--- src/rtl/mux_2to1_8bit_arbiter_pkg.sv ---
// mux_2to1_8bit_arbiter_pkg: shared FSM encoding and round-robin pick for the arbiter
package mux_2to1_8bit_arbiter_pkg;
    typedef enum logic [1:0] {
        ST_IDLE = 2'd0,
        ST_LOAD = 2'd1,
        ST_HOLD = 2'd2
    } state_e;

    function automatic logic rr_pick(input logic r0, input logic r1, input logic last);
        return (r0 && r1) ? ~last : r1;
    endfunction
endpackage

--- src/rtl/mux_2to1_8bit_arbiter_mux.sv ---
// mux_2to1_8bit: plain 8-bit two-input multiplexer (0=in0, 1=in1)
module mux_2to1_8bit (
    input  logic       sel,
    input  logic [7:0] in0,
    input  logic [7:0] in1,
    output logic [7:0] mux_out
);
    assign mux_out = sel ? in1 : in0;
endmodule

--- src/rtl/mux_2to1_8bit_arbiter.sv ---
// mux_2to1_8bit_arbiter: round-robin arbiter sharing one 8-bit mux, registered valid/ready output
module mux_2to1_8bit_arbiter
    import mux_2to1_8bit_arbiter_pkg::*;
#(
    parameter int WIDTH      = 8,
    parameter bit FIRST_PRIO = 1'b0
) (
    input  logic             clk,
    input  logic             rst,
    input  logic             req0,
    input  logic [WIDTH-1:0] in0,
    input  logic             req1,
    input  logic [WIDTH-1:0] in1,
    output logic             gnt0,
    output logic             gnt1,
    output logic             sel,
    output logic [WIDTH-1:0] out_data,
    output logic             out_valid,
    input  logic             out_ready
);
    state_e           state_q, state_d;
    logic             sel_q, sel_d;
    logic             last_q, last_d;
    logic             out_valid_q, out_valid_d;
    logic [WIDTH-1:0] out_data_q, out_data_d;
    logic [7:0]       mux_out;
    mux_2to1_8bit u_mux (
        .sel    (sel_q),
        .in0    (in0),
        .in1    (in1),
        .mux_out(mux_out)
    );
    always_comb begin
        state_d     = state_q;
        sel_d       = sel_q;
        last_d      = last_q;
        out_valid_d = out_valid_q;
        out_data_d  = out_data_q;
        case (state_q)
            ST_LOAD: begin
                out_data_d  = mux_out;
                out_valid_d = 1'b1;
                last_d      = sel_q;
                state_d     = ST_HOLD;
            end
            ST_HOLD: begin
                if (out_ready) begin
                    out_valid_d = 1'b0;
                    sel_d       = (req0 || req1) ? rr_pick(req0, req1, last_q) : sel_q;
                    state_d     = (req0 || req1) ? ST_LOAD : ST_IDLE;
                end
            end
            // the unused fourth encoding behaves as IDLE
            default: begin
                sel_d   = (req0 || req1) ? rr_pick(req0, req1, last_q) : sel_q;
                state_d = (req0 || req1) ? ST_LOAD : ST_IDLE;
            end
        endcase
    end
    always_ff @(posedge clk) begin
        if (rst) begin
            state_q     <= ST_IDLE;
            sel_q       <= 1'b0;
            last_q      <= ~FIRST_PRIO;
            out_valid_q <= 1'b0;
            out_data_q  <= '0;
        end else begin
            state_q     <= state_d;
            sel_q       <= sel_d;
            last_q      <= last_d;
            out_valid_q <= out_valid_d;
            out_data_q  <= out_data_d;
        end
    end
    assign gnt0      = (state_q == ST_LOAD) && !sel_q;
    assign gnt1      = (state_q == ST_LOAD) && sel_q;
    assign sel       = sel_q;
    assign out_data  = out_data_q;
    assign out_valid = out_valid_q;
endmodule
--- config.mk ---
export PLATFORM = sky130hd
export DESIGN_NAME = mux_2to1_8bit_arbiter
export DESIGN_NICKNAME = d
export VERILOG_FILES = /design/src/rtl/mux_2to1_8bit_arbiter_pkg.sv /design/src/rtl/mux_2to1_8bit_arbiter_mux.sv /design/src/rtl/mux_2to1_8bit_arbiter.sv
export SDC_FILE = /design/constraint.sdc
export NUM_CORES = 1
export LEC_CHECK = 0
export ABC_AREA = 1
export CAP_MARGIN = 20
export CORE_MARGIN = 5
export CORE_UTILIZATION = 27
export DETAILED_ROUTE_END_ITERATION = 10
export PLACE_DENSITY = 0.68
export SYNTH_ARGS = -nofsm -noshare
export SYNTH_HDL_FRONTEND = slang
export SYNTH_HIERARCHICAL = 1
export SYNTH_SLANG_ARGS = --single-unit
--- constraint.sdc ---
create_clock -name clk -period 1.36 [get_ports clk]
set_clock_uncertainty 0.1 [all_clocks]
set_input_delay 0.34 -clock clk [delete_from_list [all_inputs] [get_ports clk]]
set_output_delay 0.34 -clock clk [all_outputs]
set_load 0.01 [all_outputs]
Figure 1. Cell placement (run 1).
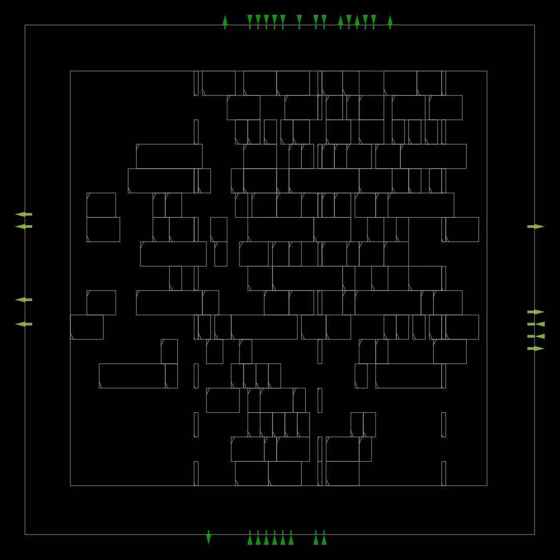
# rows: 17
Layout fillers: 207
post-route core utilization: 47.4%
Well Taps: 28
flop share of the area: 25.8%

Figure 2. Routed metal per tile (run 1).
11 x 11 tiles, from black (low) to pale yellow (high), scaled to the fullest tile. Values are wire area over tile area, all layers added.
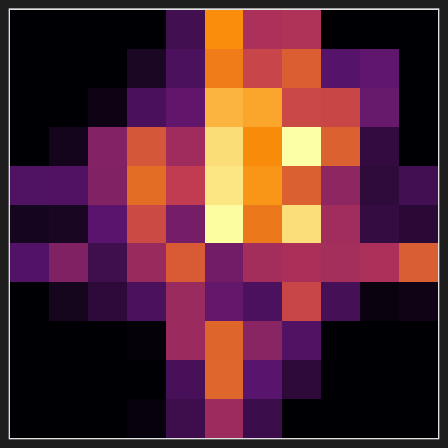
The mean over all tiles is 0.083. The emptiest ninth of the die: south-west. The densest ninth of the die: centre. 22% of the tiles are over half the peak.

Figure 3. Signal wires by layer (run 1).
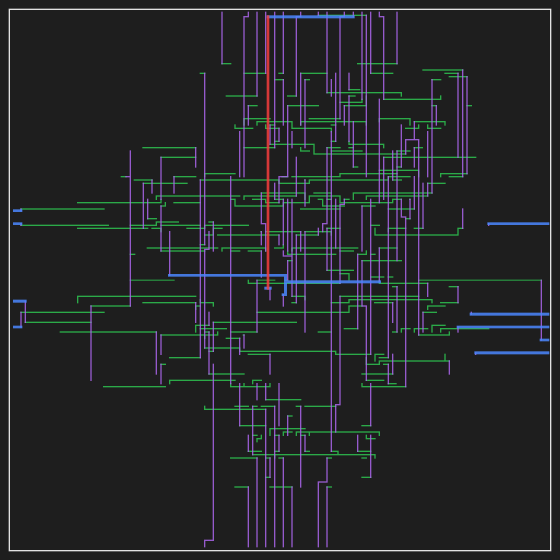
Key: red = M4 [wire length 28.6 um]; green = M1 [wire length 740 um]; blue = M3 [wire length 68.7 um]; purple = M2 [wire length 878 um]

==> impl_metrics.tcl, run 1 <==
# place-and-route summary
set metrics [dict create \
    hold_path_end "last_q" \
    syn_inst 87 \
    die_y_um 56.8 \
    antenna_found_initial 0 \
    cts_resized 23 \
    yosys_cells 87 \
    fp_nets 108 \
    max_stage_delay_ns 0.33 \
    diodes 0 \
    hp-start "last_q" \
    gp_congestion 0.651 \
    root_buffer "clkbuf_4" \
    drive_gt1_share_pct 21.2 \
    cp-start-kind "register" \
    violations "setup timing" \
    drcViolationCount 0 \
    cts.clk_slew.worst_paths_ns 0.08 \
    warning_count 28 \
    hpwl_mm 1.33 \
    ys_seq_share_pct 44.0 \
    end_kind "output port" \
    tritoncts "yes" \
    finalClockPeriodUsage_pct 106 \
    setup_ws_ns -0.0790 \
    grt_pass1_vias 696 \
    vias_per_cell 4.21 \
    synthDistinctLibCells 14 \
    status "finished, violations left" \
    slew_headroom_pct 84.3 \
    wl_per_cell_um 10.7 \
    setup_violations 2 \
    yosysChipArea_um2 592 \
    core_mm2 0.00215 \
    syn2layout_area_growth_pct 72.1 \
    r2r-end "sel" \
    p_leak_nw 0.499 \
    worst-r2r-cell-count 8 \
    p_per_area_mw_per_mm2 945 \
    yosys.area.top_type_share_pct 44.0 \
    required_ns 0.92 \
    chipArea_mm2 0.00323 \
    clkSinkCount 13 \
    max-cap-violations 0 \
    hp-class "reg -> reg" \
    max_freq_mhz 695 \
]
==> run 1: final cells by class <==
class,count,area (um2)
fillers,207,1130
repair buffers,44,387
multi-input cells,66,289
flip-flops and latches,13,263
well taps,28,35.0
clock buffers,4,26.3
inverters,5,18.8
==> run 1: Yosys cell counts (all sizes together) <==
master	n
a21boi	1
a21oi	3
buf	3
dfxtp	13
inv	5
nand2	28
nand3	3
nand3b	1
nor2	22
o21ai	8
==> run 1: power breakdown <==
group          internal (mW)  switching, mW
sequential             0.421         0.0217
combinational          0.155          0.128
clock                  0.114          0.123
total                  0.689          0.273
==> run 1: routing by layer <==
| metal | track usage [%] | up-vias | part of all wire [%] |
|---|---|---|---|
| li1 | - | 361 | - |
| met1 | 12.9 | 297 | 43 |
| met2 | 20.5 | 14 | 51 |
| met3 | 3.68 | 2 | 4.0 |
| met4 | 4.97 | 0 | 1.6 |
| met5 | 0 | - | 0 |
==> run 1: metrics by stage <==
| step | cell area [um2] | total power, mW | cells | TNS [ns] |
|---|---|---|---|---|
| after global placement | 981 | 0.737 | 153 | -0.562 |
| final | 1020 | 0.962 | 160 | -0.146 |
| after CTS | 1010 | 0.971 | 159 | -0.200 |
| after detailed placement | 981 | 0.740 | 153 | -0.651 |
| after global routing | 1020 | 1.03 | 160 | -0.345 |
| after floorplan | 592 | 0.577 | 87 | 0 |
==> run 1: worst max path at each step <==
stage | endpoint | cells after the start
finish | gnt1 | 5
global route | gnt1 | 5
CTS | gnt1 | 5
detailed placement | gnt1 | 5
global placement | gnt1 | 5
floorplan | gnt0 | 5
==> run 1: cells by family (layout without fill, tap and decap cells) <==
group           after synthesis  in the layout  synth area share [%]
compound gates               12             12                  11.2
buf+inv                       8             53                  8.88
flops                        13             13                  44.0
simple gates                 54             54                  35.9
Figure 4. Placed cells, one colour a class (run 1).
Scale bar: 20 um. Fill, decap, tap and diode cells in grey.
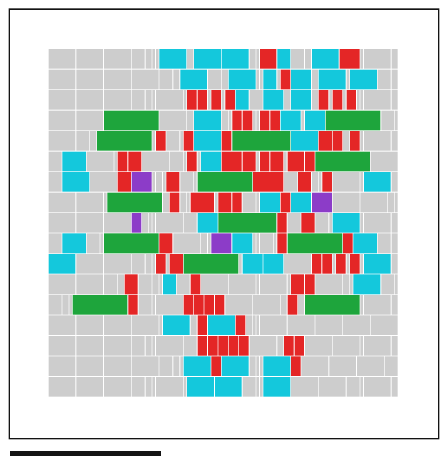

## Run 2: what changed since run 1
--- a/config.mk
+++ b/config.mk
@@ -11,6 +11,7 @@
 export CORE_UTILIZATION = 27
 export DETAILED_ROUTE_END_ITERATION = 10
 export PLACE_DENSITY = 0.68
+export SKIP_LAST_GASP = 1
 export SYNTH_ARGS = -nofsm -noshare
 export SYNTH_HDL_FRONTEND = slang
 export SYNTH_HIERARCHICAL = 1
Figure 5. Placed cells, one colour a class (run 2).
Scale bar: 20 um. Fill, decap, tap and diode cells in grey.
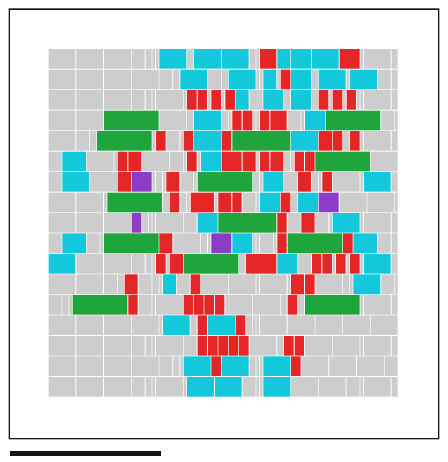
Key: green = registers [cells 13, share of their area 27%]; purple = clock drivers and dummy loads [cells 4, share of their area 2.7%]; red = remaining logic cells [cells 71, share of their area 31%]; cyan = remaining buffers and delay cells [cells 44, share of their area 39%]

Figure 6. M1 wires (run 2).
Supply wires on this layer in grey.
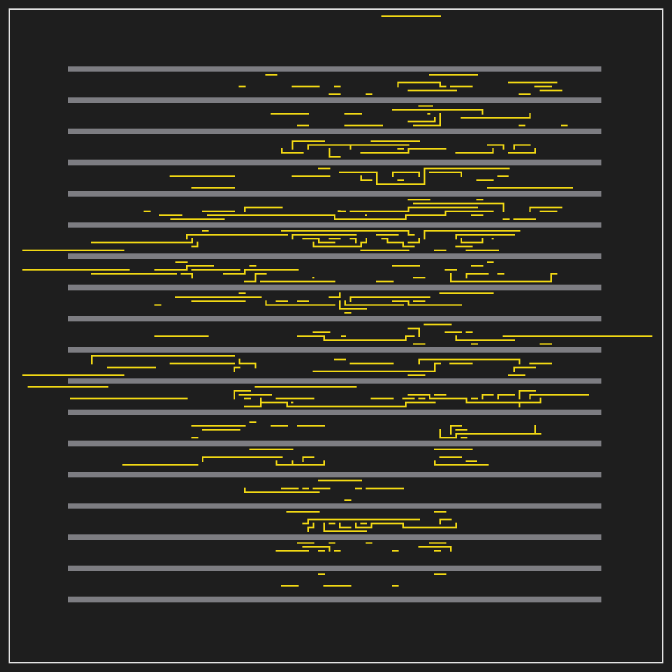
The wires run mostly horizontal. The longest straight run is 12.9 um. The layer holds 43% of the routed length. The layer carries 748 um of wire.
met1 GRT Util: 12.8%
drt total wl: 1.74 mm
via count: 682

==> run 2 against run 1 <==
Against the previous run: the run still ends with setup timing left; global-route usage is the same; sequential cell count is the same; core utilization is the same; maximum frequency shrank 0.26%; combinational power is essentially flat; non-clock buffer count is the same; worst setup slack lost 0.0038 ns; sequential share of layout area is the same; clock power is essentially flat; total power grew 0.14%; highest routed layer unchanged.
==> impl_metrics.tcl, run 2 <==
# place-and-route summary
set metrics [dict create \
    status "finished, violations left" \
    violations "setup timing" \
    p_leak_nw 0.499 \
    grt_pass1_vias 701 \
    grtUsageMet3_pct 3.68 \
    internal_power_mw 0.689 \
    power.share.clock_pct 24.6 \
    fp_nets 108 \
    busiest_layer "met2" \
    met3WireLength_um 69 \
    slew_headroom_pct 84.5 \
    comb_power_share_pct 29.4 \
    switching_share_pct 28.5 \
    worst-r2r-cell-count 7 \
    core_mm2 0.00215 \
    top_layer "met4" \
    drcViolationCount 0 \
    setup_ws_ns -0.0828 \
    yosys_cells 87 \
    end_kind "output port" \
    wl_met1_um 748 \
    p_per_area_mw_per_mm2 946 \
    wl_per_cell_um 10.9 \
    chipArea_mm2 0.00323 \
    hp-start "last_q" \
    p_total_mw 0.964 \
    setup_violations 2 \
    tritoncts "yes" \
    antenna_found_initial 0 \
    max_freq_mhz 693 \
    ys_top_cells_by_count "nand2_1 (28), nor2_1 (21), dfxtp_1 (13), o21ai_0 (7)" \
    edf_count 0 \
    async_flop_share_pct 0 \
    use_met2_pct 20.6 \
    warning_count 28 \
    placed_cell_area_um2 981 \
    fin_util_pct 47.4 \
    clkSinkCount 13 \
    synthFlopType "dfxtp_1" \
]
-- run 2: netlist changes by cell type in the layout (fill, tap and decap cells not counted) --
cell	change
nor2_2	-1
nand2_2	+1
nand2_1	-1
nor2_1	+1
-- run 2: layout make-up --
type	instances	area (um2)
multi-input cells	66	289
flip-flops and latches	13	263
clock buffers	4	26.3
fillers	209	1130
inverters	5	18.8
repair buffers	44	387
well taps	28	35.0
-- run 2: cells by family (layout without fill, tap and decap cells) --
family / after synthesis / count (layout) / share of synthesized area, %
buf+inv: 8 / 53 / 8.88
simple gates: 54 / 54 / 35.9
flops: 13 / 13 / 44.0
compound gates: 12 / 12 / 11.2
-- run 2: timing repair --
action                                  4_1_cts  5_1_grt
pin swaps                                     1        1
buffers inserted                              2        1
endpoints found under the hold margin         0        0
gates resized                                19       14
endpoints found under the setup margin       12       11
-- run 2: power by group through the flow --
| stage | Sequential [mW] | Clock (mW) | Combinational (mW) |
|---|---|---|---|
| after floorplan | 0.461 | 0 | 0.116 |
| after global placement | 0.447 | 0 | 0.290 |
| after global routing | 0.449 | 0.272 | 0.313 |
| final | 0.443 | 0.237 | 0.283 |
| after CTS | 0.440 | 0.250 | 0.278 |
| after detailed placement | 0.448 | 0 | 0.292 |
-- run 2: worst max path at each step --
| stage | slack, ns | cells after the start | end | from |
|---|---|---|---|---|
| finish | -0.08 | 5 | gnt0 | state_q[0] |
| CTS | -0.24 | 5 | gnt1 | state_q[0] |
| detailed placement | -0.22 | 5 | gnt1 | state_q[0] |
| global placement | -0.21 | 5 | gnt1 | state_q[0] |
| floorplan | 0.09 | 5 | gnt0 | state_q[0] |
| global route | -0.19 | 5 | gnt0 | state_q[0] |
## Run 3: what changed since run 2
--- a/config.mk
+++ b/config.mk
@@ -16,3 +16,4 @@
 export SYNTH_HDL_FRONTEND = slang
 export SYNTH_HIERARCHICAL = 1
 export SYNTH_SLANG_ARGS = --single-unit
+export TNS_END_PERCENT = 100
Figure 7. Cell placement (run 3).
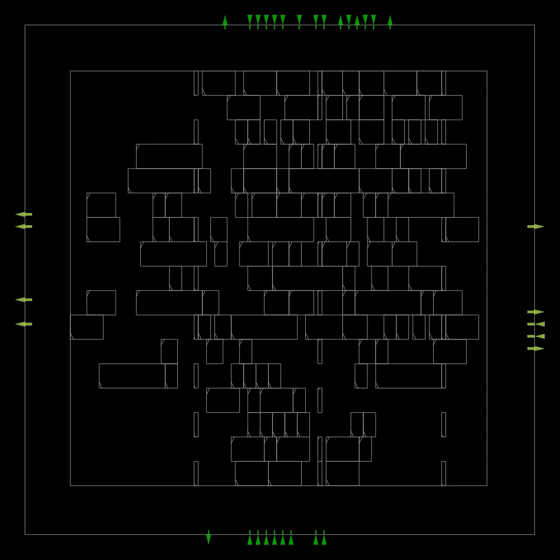
core box area: 0.00215 mm2
Layout fillers: 209
Flops: 13

==> run 3 against run 2 <==
Against the previous run: the run still ends with setup timing left; core utilization did not move; synthesized cell count did not move; global-route usage did not move; clock power barely moved; via count did not move.
==> impl_metrics.tcl, run 3 <==
# place-and-route summary
set metrics [dict create \
    warning_count 28 \
    tritoncts "yes" \
    violations "setup timing" \
    yosysChipArea_um2 592 \
    syn_inst 87 \
    vias_per_cell 4.26 \
    cts.clk_slew.worst_paths_ns 0.08 \
    setup_ws_ns -0.0828 \
    placed_cell_area_um2 981 \
    comb_power_share_pct 29.4 \
    p_total_mw 0.964 \
    status "finished, violations left" \
    drcViolationCount 0 \
    yosys.area.top_type_share_pct 44.0 \
    hpwl_mm 1.33 \
    max_stage_delay_ns 0.33 \
    p_leak_nw 0.499 \
    setup_violations 2 \
    diodes 0 \
    edf_count 0 \
    layout.cells.non_filler 160 \
]
Figure 8. Signal wires by layer (run 3).
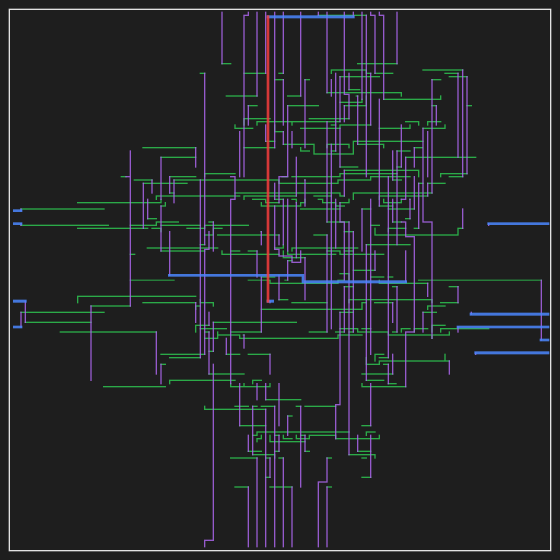
Key: blue = M3 [wire length 69.9 um]; green = M1 [wire length 748 um]; purple = M2 [wire length 893 um]; red = M4 [wire length 29.9 um]

-- run 3: cell counts in the layout (fill, tap and decap cells not counted) --
Identical to the previous run, type by type.
-- run 3: metal layers --
metal / track usage (%) / up-vias / wire [um]
met2: 20.6 / 14 / 893
met5: 0 / - / 0
met4: 4.97 / 0 / 29
li1: - / 363 / -
met3: 3.68 / 2 / 69
met1: 12.8 / 303 / 748
-- run 3: layout make-up --
class | instances | area [um2]
Fill cell | 209 | 1130
Timing Repair Buffer | 44 | 387
Multi-Input combinational cell | 66 | 289
Clock buffer | 4 | 26.3
Tap cell | 28 | 35.0
Inverter | 5 | 18.8
Sequential cell | 13 | 263
-- run 3: per-stage QoR --
stage	util, %	worst slack (ns)	TNS (ns)
final	47.4	-0.0828	-0.151
after global routing	47.4	-0.191	-0.357
after CTS	46.9	-0.244	-0.383
after detailed placement	45.7	-0.220	-0.651
after global placement	45.7	-0.210	-0.562
after floorplan	-	0.0887	0
-- run 3: cell families after synthesis --
logic type | synth area share [%]
and+or+nand+nor | 35.9
AOI/OAI and AO/OA | 11.2
buffers and inverters | 8.88
DFF | 44.0
-- run 3: final timing paths --
| kind | start | depth (start not counted) | endpoint |
|---|---|---|---|
| worst max register to register | state_q[1] | 7 | sel |
| worst max-delay path | state_q[0] | 5 | gnt0 |
| worst min register to register | last_q | 2 | last_q |
| worst min-delay path | last_q | 2 | last_q |
-- run 3: power by group through the flow --
stage | Clock (mW) | Sequential, mW | Combinational [mW]
3_5_place_dp | 0 | 0.448 | 0.292
2_1_floorplan | 0 | 0.461 | 0.116
6_report | 0.237 | 0.443 | 0.283
4_1_cts | 0.250 | 0.440 | 0.278
5_1_grt | 0.272 | 0.449 | 0.313
3_3_place_gp | 0 | 0.447 | 0.290
Power figures rest on the tool's default switching activity, not on a simulated workload.
